## src/rtl/cpu32_pipe_pkg.sv

```systemverilog
// cpu32_pipe_pkg: shared constants, default widths and writeback bundle type for the CPU32 pipeline
package cpu32_pipe_pkg;
  localparam int ADDR_W_DEF = 32;
  localparam int REG_W_DEF = 5;
  localparam int ROP_W_DEF = 4;
  localparam int RWB_CH_DEF = 2;
  localparam logic [ROP_W_DEF-1:0] ROP_NOP = '0;
  localparam logic [3:0] MOP_NOP = '0;
  localparam logic [REG_W_DEF-1:0] REG_ZERO = '0;
  typedef struct packed {
    logic [RWB_CH_DEF-1:0][REG_W_DEF-1:0] idx;
    logic [ROP_W_DEF-1:0] op;
  } rwb_bundle_t;
endpackage

```

## src/rtl/ex_mem_pipe_stage_if.sv

```systemverilog
// ex_mem_pipe_stage_if: control, memory-op, writeback and hazard signals of the EX->MEM stage
interface ex_mem_pipe_stage_if #(
  parameter int ADDR_W = 32,
  parameter int MOP_W = 4,
  parameter int MEM_CH = 2,
  parameter int REG_W = 5,
  parameter int ROP_W = 4,
  parameter int RWB_CH = 2,
  parameter int RWB_DELAY = 2,
  parameter int CNT_W = $clog2(RWB_DELAY + 1)
);
  logic stall;
  logic flush;
  logic [MEM_CH*ADDR_W-1:0] m_a;
  logic [MEM_CH*MOP_W-1:0] m_op;
  logic [RWB_CH*REG_W-1:0] r_a;
  logic [ROP_W-1:0] r_op;
  logic r_proceed;
  logic [REG_W-1:0] hz_reg;
  logic [MEM_CH*ADDR_W-1:0] qm_a;
  logic [MEM_CH*MOP_W-1:0] qm_op;
  logic [RWB_CH*REG_W-1:0] d1_r_a;
  logic [ROP_W-1:0] d1_r_op;
  logic [RWB_CH*REG_W-1:0] qr_a;
  logic [ROP_W-1:0] qr_op;
  logic qr_proceed;
  logic [CNT_W-1:0] inflight;
  logic hz_hit;
  modport master (
    output stall, flush, m_a, m_op, r_a, r_op, r_proceed, hz_reg,
    input qm_a, qm_op, d1_r_a, d1_r_op, qr_a, qr_op, qr_proceed, inflight, hz_hit
  );
  modport slave (
    input stall, flush, m_a, m_op, r_a, r_op, r_proceed, hz_reg,
    output qm_a, qm_op, d1_r_a, d1_r_op, qr_a, qr_op, qr_proceed, inflight, hz_hit
  );
endinterface

```

## src/rtl/ex_mem_pipe_stage_rwb_delay_line.sv

```systemverilog
// rwb_delay_line: writeback shift line with stall/flush, every stage exposed for hazard checks
module rwb_delay_line #(
  parameter int IDX_W = 10,
  parameter int OP_W = 4,
  parameter int DEPTH = 2
) (
  input  logic clk,
  input  logic rst,
  input  logic stall,
  input  logic flush,
  input  logic [IDX_W-1:0] idx_in,
  input  logic [OP_W-1:0] op_in,
  output logic [DEPTH-1:0][IDX_W-1:0] idx_q,
  output logic [DEPTH-1:0][OP_W-1:0] op_q
);
  logic [DEPTH-1:0][IDX_W-1:0] idx_nxt;
  logic [DEPTH-1:0][OP_W-1:0] op_nxt;
  if (DEPTH == 1) begin : g_one
    assign idx_nxt = idx_in;
    assign op_nxt = op_in;
  end else begin : g_many
    assign idx_nxt = {idx_q[DEPTH-2:0], idx_in};
    assign op_nxt = {op_q[DEPTH-2:0], op_in};
  end
  // flush still shifts indices; they are meaningless once every op is cleared
  always_ff @(posedge clk)
    if (!rst) begin
      idx_q <= '0;
      op_q <= '0;
    end else if (flush) begin
      idx_q <= idx_nxt;
      op_q <= '0;
    end else if (!stall) begin
      idx_q <= idx_nxt;
      op_q <= op_nxt;
    end
endmodule

```

## src/rtl/ex_mem_pipe_stage.sv

```systemverilog
// ex_mem_pipe_stage: EX->MEM register with stall/flush, writeback delay line, in-flight count and hazard compare
module ex_mem_pipe_stage
  import cpu32_pipe_pkg::*;
#(
  parameter int ADDR_W = ADDR_W_DEF,
  parameter int MOP_W = 4,
  parameter int MEM_CH = 2,
  parameter int REG_W = REG_W_DEF,
  parameter int ROP_W = ROP_W_DEF,
  parameter int RWB_CH = RWB_CH_DEF,
  parameter int RWB_DELAY = 2,
  parameter int CNT_W = $clog2(RWB_DELAY + 1)
) (
  input logic clk,
  input logic rst,
  ex_mem_pipe_stage_if.slave bus
);
  logic [RWB_DELAY-1:0][RWB_CH*REG_W-1:0] st_a;
  logic [RWB_DELAY-1:0][ROP_W-1:0] st_op;
  logic [CNT_W-1:0] cnt;
  logic hit;
  rwb_delay_line #(.IDX_W(RWB_CH*REG_W), .OP_W(ROP_W), .DEPTH(RWB_DELAY)) u_rwb (
    .clk(clk), .rst(rst), .stall(bus.stall), .flush(bus.flush),
    .idx_in(bus.r_a), .op_in(bus.r_op), .idx_q(st_a), .op_q(st_op)
  );
  always_ff @(posedge clk)
    if (!rst) begin
      bus.qm_a <= '0;
      bus.qm_op <= '0;
      bus.qr_proceed <= 1'b0;
    end else if (bus.flush) begin
      bus.qm_a <= bus.m_a;
      bus.qm_op <= '0;
      bus.qr_proceed <= 1'b0;
    end else if (!bus.stall) begin
      bus.qm_a <= bus.m_a;
      bus.qm_op <= bus.m_op;
      bus.qr_proceed <= bus.r_proceed;
    end
  assign bus.d1_r_a = st_a[0];
  assign bus.d1_r_op = st_op[0];
  assign bus.qr_a = st_a[RWB_DELAY-1];
  assign bus.qr_op = st_op[RWB_DELAY-1];
  // only live stages count toward inflight or can raise a hazard
  always_comb begin
    cnt = '0;
    hit = 1'b0;
    for (int s = 0; s < RWB_DELAY; s++)
      if (|st_op[s]) begin
        cnt = cnt + CNT_W'(1);
        for (int c = 0; c < RWB_CH; c++)
          hit = hit | (st_a[s][c*REG_W +: REG_W] == bus.hz_reg);
      end
    bus.inflight = cnt;
    bus.hz_hit = hit & (bus.hz_reg != '0);
  end
endmodule
```

## src/flat_wrapper.sv

```systemverilog
// flat-port wrapper written by rule: the top's interface ports become plain ports
module ex_mem_pipe_stage_flat import cpu32_pipe_pkg::*;
#(
  parameter int ADDR_W = ADDR_W_DEF,
  parameter int MOP_W = 4,
  parameter int MEM_CH = 2,
  parameter int REG_W = REG_W_DEF,
  parameter int ROP_W = ROP_W_DEF,
  parameter int RWB_CH = RWB_CH_DEF,
  parameter int RWB_DELAY = 2,
  parameter int CNT_W = $clog2(RWB_DELAY + 1)
)
  (clk, rst, bus_stall, bus_flush, bus_m_a, bus_m_op, bus_r_a, bus_r_op, bus_r_proceed, bus_hz_reg, bus_qm_a, bus_qm_op, bus_d1_r_a, bus_d1_r_op, bus_qr_a, bus_qr_op, bus_qr_proceed, bus_inflight, bus_hz_hit);
  ex_mem_pipe_stage_if #(.ADDR_W(ADDR_W), .MOP_W(MOP_W), .MEM_CH(MEM_CH), .REG_W(REG_W), .ROP_W(ROP_W), .RWB_CH(RWB_CH), .RWB_DELAY(RWB_DELAY), .CNT_W(CNT_W)) bus_i ();
  input logic clk;
  input logic rst;
  input wire logic [$bits(bus_i.stall)-1:0] bus_stall;
  input wire logic [$bits(bus_i.flush)-1:0] bus_flush;
  input wire logic [$bits(bus_i.m_a)-1:0] bus_m_a;
  input wire logic [$bits(bus_i.m_op)-1:0] bus_m_op;
  input wire logic [$bits(bus_i.r_a)-1:0] bus_r_a;
  input wire logic [$bits(bus_i.r_op)-1:0] bus_r_op;
  input wire logic [$bits(bus_i.r_proceed)-1:0] bus_r_proceed;
  input wire logic [$bits(bus_i.hz_reg)-1:0] bus_hz_reg;
  output wire logic [$bits(bus_i.qm_a)-1:0] bus_qm_a;
  output wire logic [$bits(bus_i.qm_op)-1:0] bus_qm_op;
  output wire logic [$bits(bus_i.d1_r_a)-1:0] bus_d1_r_a;
  output wire logic [$bits(bus_i.d1_r_op)-1:0] bus_d1_r_op;
  output wire logic [$bits(bus_i.qr_a)-1:0] bus_qr_a;
  output wire logic [$bits(bus_i.qr_op)-1:0] bus_qr_op;
  output wire logic [$bits(bus_i.qr_proceed)-1:0] bus_qr_proceed;
  output wire logic [$bits(bus_i.inflight)-1:0] bus_inflight;
  output wire logic [$bits(bus_i.hz_hit)-1:0] bus_hz_hit;
  assign bus_i.stall = bus_stall;
  assign bus_i.flush = bus_flush;
  assign bus_i.m_a = bus_m_a;
  assign bus_i.m_op = bus_m_op;
  assign bus_i.r_a = bus_r_a;
  assign bus_i.r_op = bus_r_op;
  assign bus_i.r_proceed = bus_r_proceed;
  assign bus_i.hz_reg = bus_hz_reg;
  assign bus_qm_a = bus_i.qm_a;
  assign bus_qm_op = bus_i.qm_op;
  assign bus_d1_r_a = bus_i.d1_r_a;
  assign bus_d1_r_op = bus_i.d1_r_op;
  assign bus_qr_a = bus_i.qr_a;
  assign bus_qr_op = bus_i.qr_op;
  assign bus_qr_proceed = bus_i.qr_proceed;
  assign bus_inflight = bus_i.inflight;
  assign bus_hz_hit = bus_i.hz_hit;
  ex_mem_pipe_stage #(.ADDR_W(ADDR_W), .MOP_W(MOP_W), .MEM_CH(MEM_CH), .REG_W(REG_W), .ROP_W(ROP_W), .RWB_CH(RWB_CH), .RWB_DELAY(RWB_DELAY), .CNT_W(CNT_W)) u_core (.clk(clk), .rst(rst), .bus(bus_i));
endmodule
```

## config.mk

```make
export PLATFORM = sky130hd
export DESIGN_NAME = ex_mem_pipe_stage_flat
export DESIGN_NICKNAME = d
export VERILOG_FILES = /design/src/rtl/cpu32_pipe_pkg.sv /design/src/rtl/ex_mem_pipe_stage_if.sv /design/src/rtl/ex_mem_pipe_stage_rwb_delay_line.sv /design/src/rtl/ex_mem_pipe_stage.sv /design/src/flat_wrapper.sv
export SDC_FILE = /design/constraint.sdc
export NUM_CORES = 1
export LEC_CHECK = 0
export ABC_AREA = 0
export CAP_MARGIN = 30
export CORE_MARGIN = 4
export CORE_UTILIZATION = 55
export CTS_CLUSTER_DIAMETER = 100
export CTS_CLUSTER_SIZE = 30
export DETAILED_ROUTE_END_ITERATION = 12
export DONT_BUFFER_PORTS = 1
export PLACE_DENSITY = 0.7
export SYNTH_ARGS = -nofsm -noshare
export SYNTH_HDL_FRONTEND = slang
export SYNTH_HIERARCHICAL = 1
export SYNTH_SLANG_ARGS = --single-unit
```

## constraint.sdc

```tcl
create_clock -name clk -period 2.72 [get_ports clk]
set_input_delay 0.544 -clock clk [delete_from_list [all_inputs] [get_ports clk]]
set_output_delay 0.544 -clock clk [all_outputs]
set_load 0.02 [all_outputs]
```

PDN straps and rails:
Pins as bars on the die edge. Tap cells in grey.
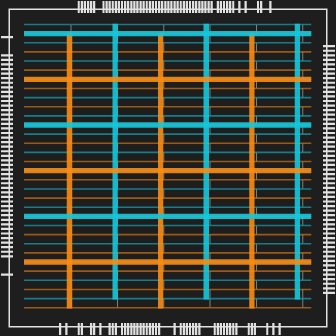
- orange: VSS
- cyan: VDD
- met4 straps: 6
- met1 rails: 32
- tap cells: 99
- rows: 31
- met5 straps: 6
die boundary height: 94.08 µm
core region area: 0.007214 mm²
die outline width: 94.08 µm

Placement by cell class:
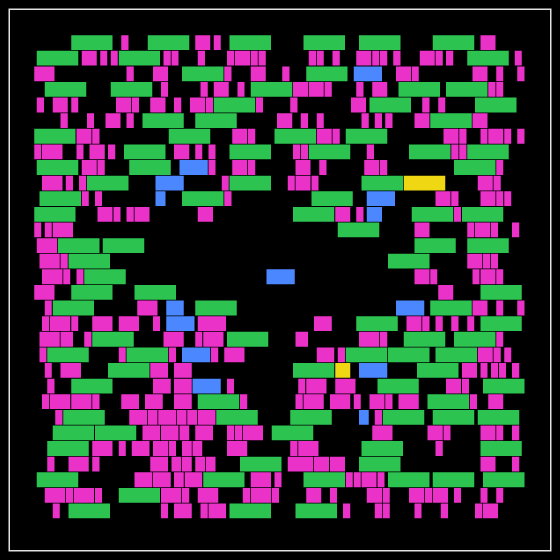
- green: flops (cells 101; share of their area 50%)
- magenta: all other logic (cells 317; share of their area 45%)
- yellow: other buffers and delay cells (cells 2; share of their area 0.68%)
- blue: clock drivers and dummy loads (cells 14; share of their area 4.1%)

==> run notes <==
This memo summarizes the results of the implementation run.

Drt
The post-route met1 wirelength is roughly 3.5 mm. The detailed router reported a total wirelength of slightly below 9 mm. Per the log, the first TritonRoute iteration ended with a DRC count of 77. The sum of met2 wire segment lengths after detailed routing is roughly 4.2 mm. The detail route stage leaves a number of antenna-violating nets equal to 0.

Setup path
For the worst reg-to-reg path, the startpoint reported by OpenROAD is u_core/u_rwb/idx_q[3]. The worst-path cell with the longest stage delay is sky130_fd_sc_hd__dfxtp_1. According to the timing report, the arrival time at the worst endpoint equals 1.83 ns.

Outcome
The flow ran to the end, and the final reports show no timing, DRC or antenna violations.

Yosys
The share of synthesized cell area in full adder, half adder and majority cells is 0.3070%. Sorting the synthesized cells by area gives the leading types as sky130_fd_sc_hd__dfxtp_1 (50%), sky130_fd_sc_hd__nand2_1 (15%), sky130_fd_sc_hd__a21boi_1 (11%), sky130_fd_sc_hd__mux2i_1 (9.1%), sky130_fd_sc_hd__xnor2_1 (2.6%). For this run, the register share of the synthesized area comes to between 40% and 50%. Counting every net in the synthesized netlist gives ~550. The count of flip-flops with a built-in enable after synthesis is 0. The leading area contributor after synthesis is sky130_fd_sc_hd__dfxtp_1. In the synthesized netlist, the dominant kind of combinational cell is simple AND/OR/NAND/NOR gates. The distinct cell type count of the synthesized netlist is 23.

The share of synthesized cell area in and-or and or-and compound cells is between 10% and 20%. The number of storage elements in the synthesis netlist is just over 100.

GRT
For this run the aggregate overflow at the end of global routing stands at 0. On met3, the global router reports a usage of between 10% and 20%. The overall global routing resource usage is approximately 19%.

Layout
The dominant kind of cell by area is sequential cells. The non-clock inverters instantiated in the layout total 0. The final layout net count is about 530. The footprint of the multi-input gates is ~0.0018 mm². The proportion of layout cells with a drive suffix above 1 is ~4.4%. The area growth from synthesis to final layout is 2.026%. Per the layout area report, the combinational fraction of cell area is a little over two fifths.

Pwr
The report lists the power per cell area as between 600 and 700 mW/mm².

Job
The stage logs contain a warning count of 26.

Min path
STA shows the worst min-delay path finishing at u_core/bus.qm_a[55].

Clock tree
The count of cells resized by post-cts repair is 0. Once the clock tree was built, the setup fixing pass inserted 0 buffers.

Placed design
The placed cell count is 519.

STA
The setup total negative slack is 0 ns. The last timing report of the flow puts the setup violation total at 0. The post-route clock period utilization is 87.10%.
Routed clock nets over the placement:
The bar under the picture is 20 µm long.
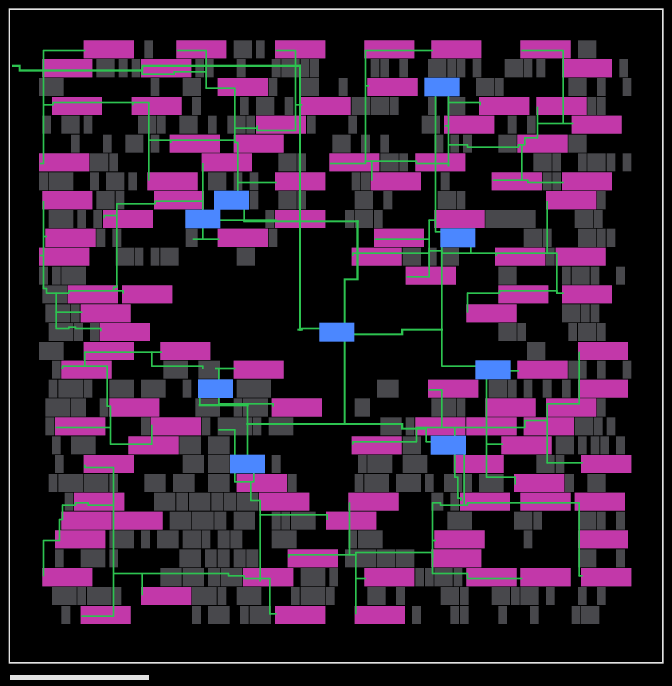
- green: clock wires (length 1,100 µm)
- blue: cells driving clock nets (count 9)
- magenta: flip-flops (count 101)
- flops lie: spread over the die
power attributed to the clock group: 0.000825 W
clock latency of the later-clocked register in the worst-skew pair: 0.35 ns
clock share of power: 29.9%
worst clock skew: 0.01096 ns

Wiring by layer:
The bar under the picture is 20 µm long.
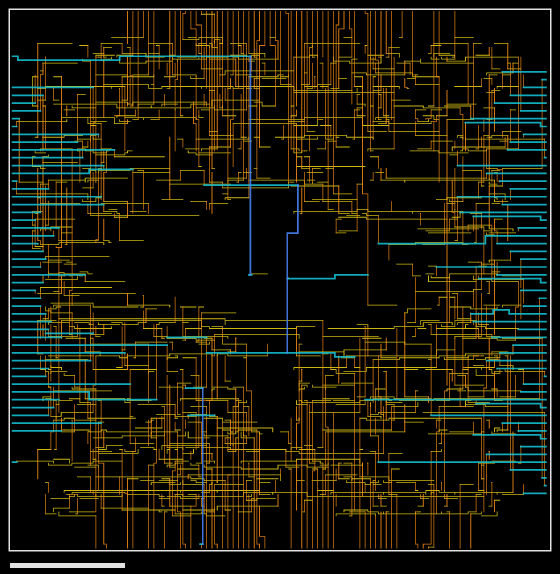
- cyan: met3 (wire length 1,050 µm)
- orange: met2 (wire length 4,240 µm)
- yellow: met1 (wire length 3,490 µm)
- blue: met4 (wire length 96.4 µm)

report_power, final:
part / internal (W) / switching [W] / leakage, nW
clock network: 0.000346 / 0.000479 / 0.0840
registers: 0.00156 / 0.000167 / 0.834
logic: 0.000104 / 0.000102 / 0.787
total: 0.00201 / 0.000748 / 1.70
cells in the final DEF, fill, tap and decap left out, drive strengths merged, types with 4 or more instances in the layout:
master and n:
a21boi 64, xor2 8, mux2i 37, dfxtp 101, nand3 4, nand2 158
nor3 4, nor2 18, xnor2 12, clkbuf 10
flip-flops by register name, indices dropped and copies added (netlist names):
register,count
u_core/bus.qm_a,64
u_core/bus.qm_op,8
u_core/bus.qr_proceed,1
u_core/u_rwb/idx_q,20
u_core/u_rwb/op_q,8
Power is estimated from default activity; no workload was simulated.
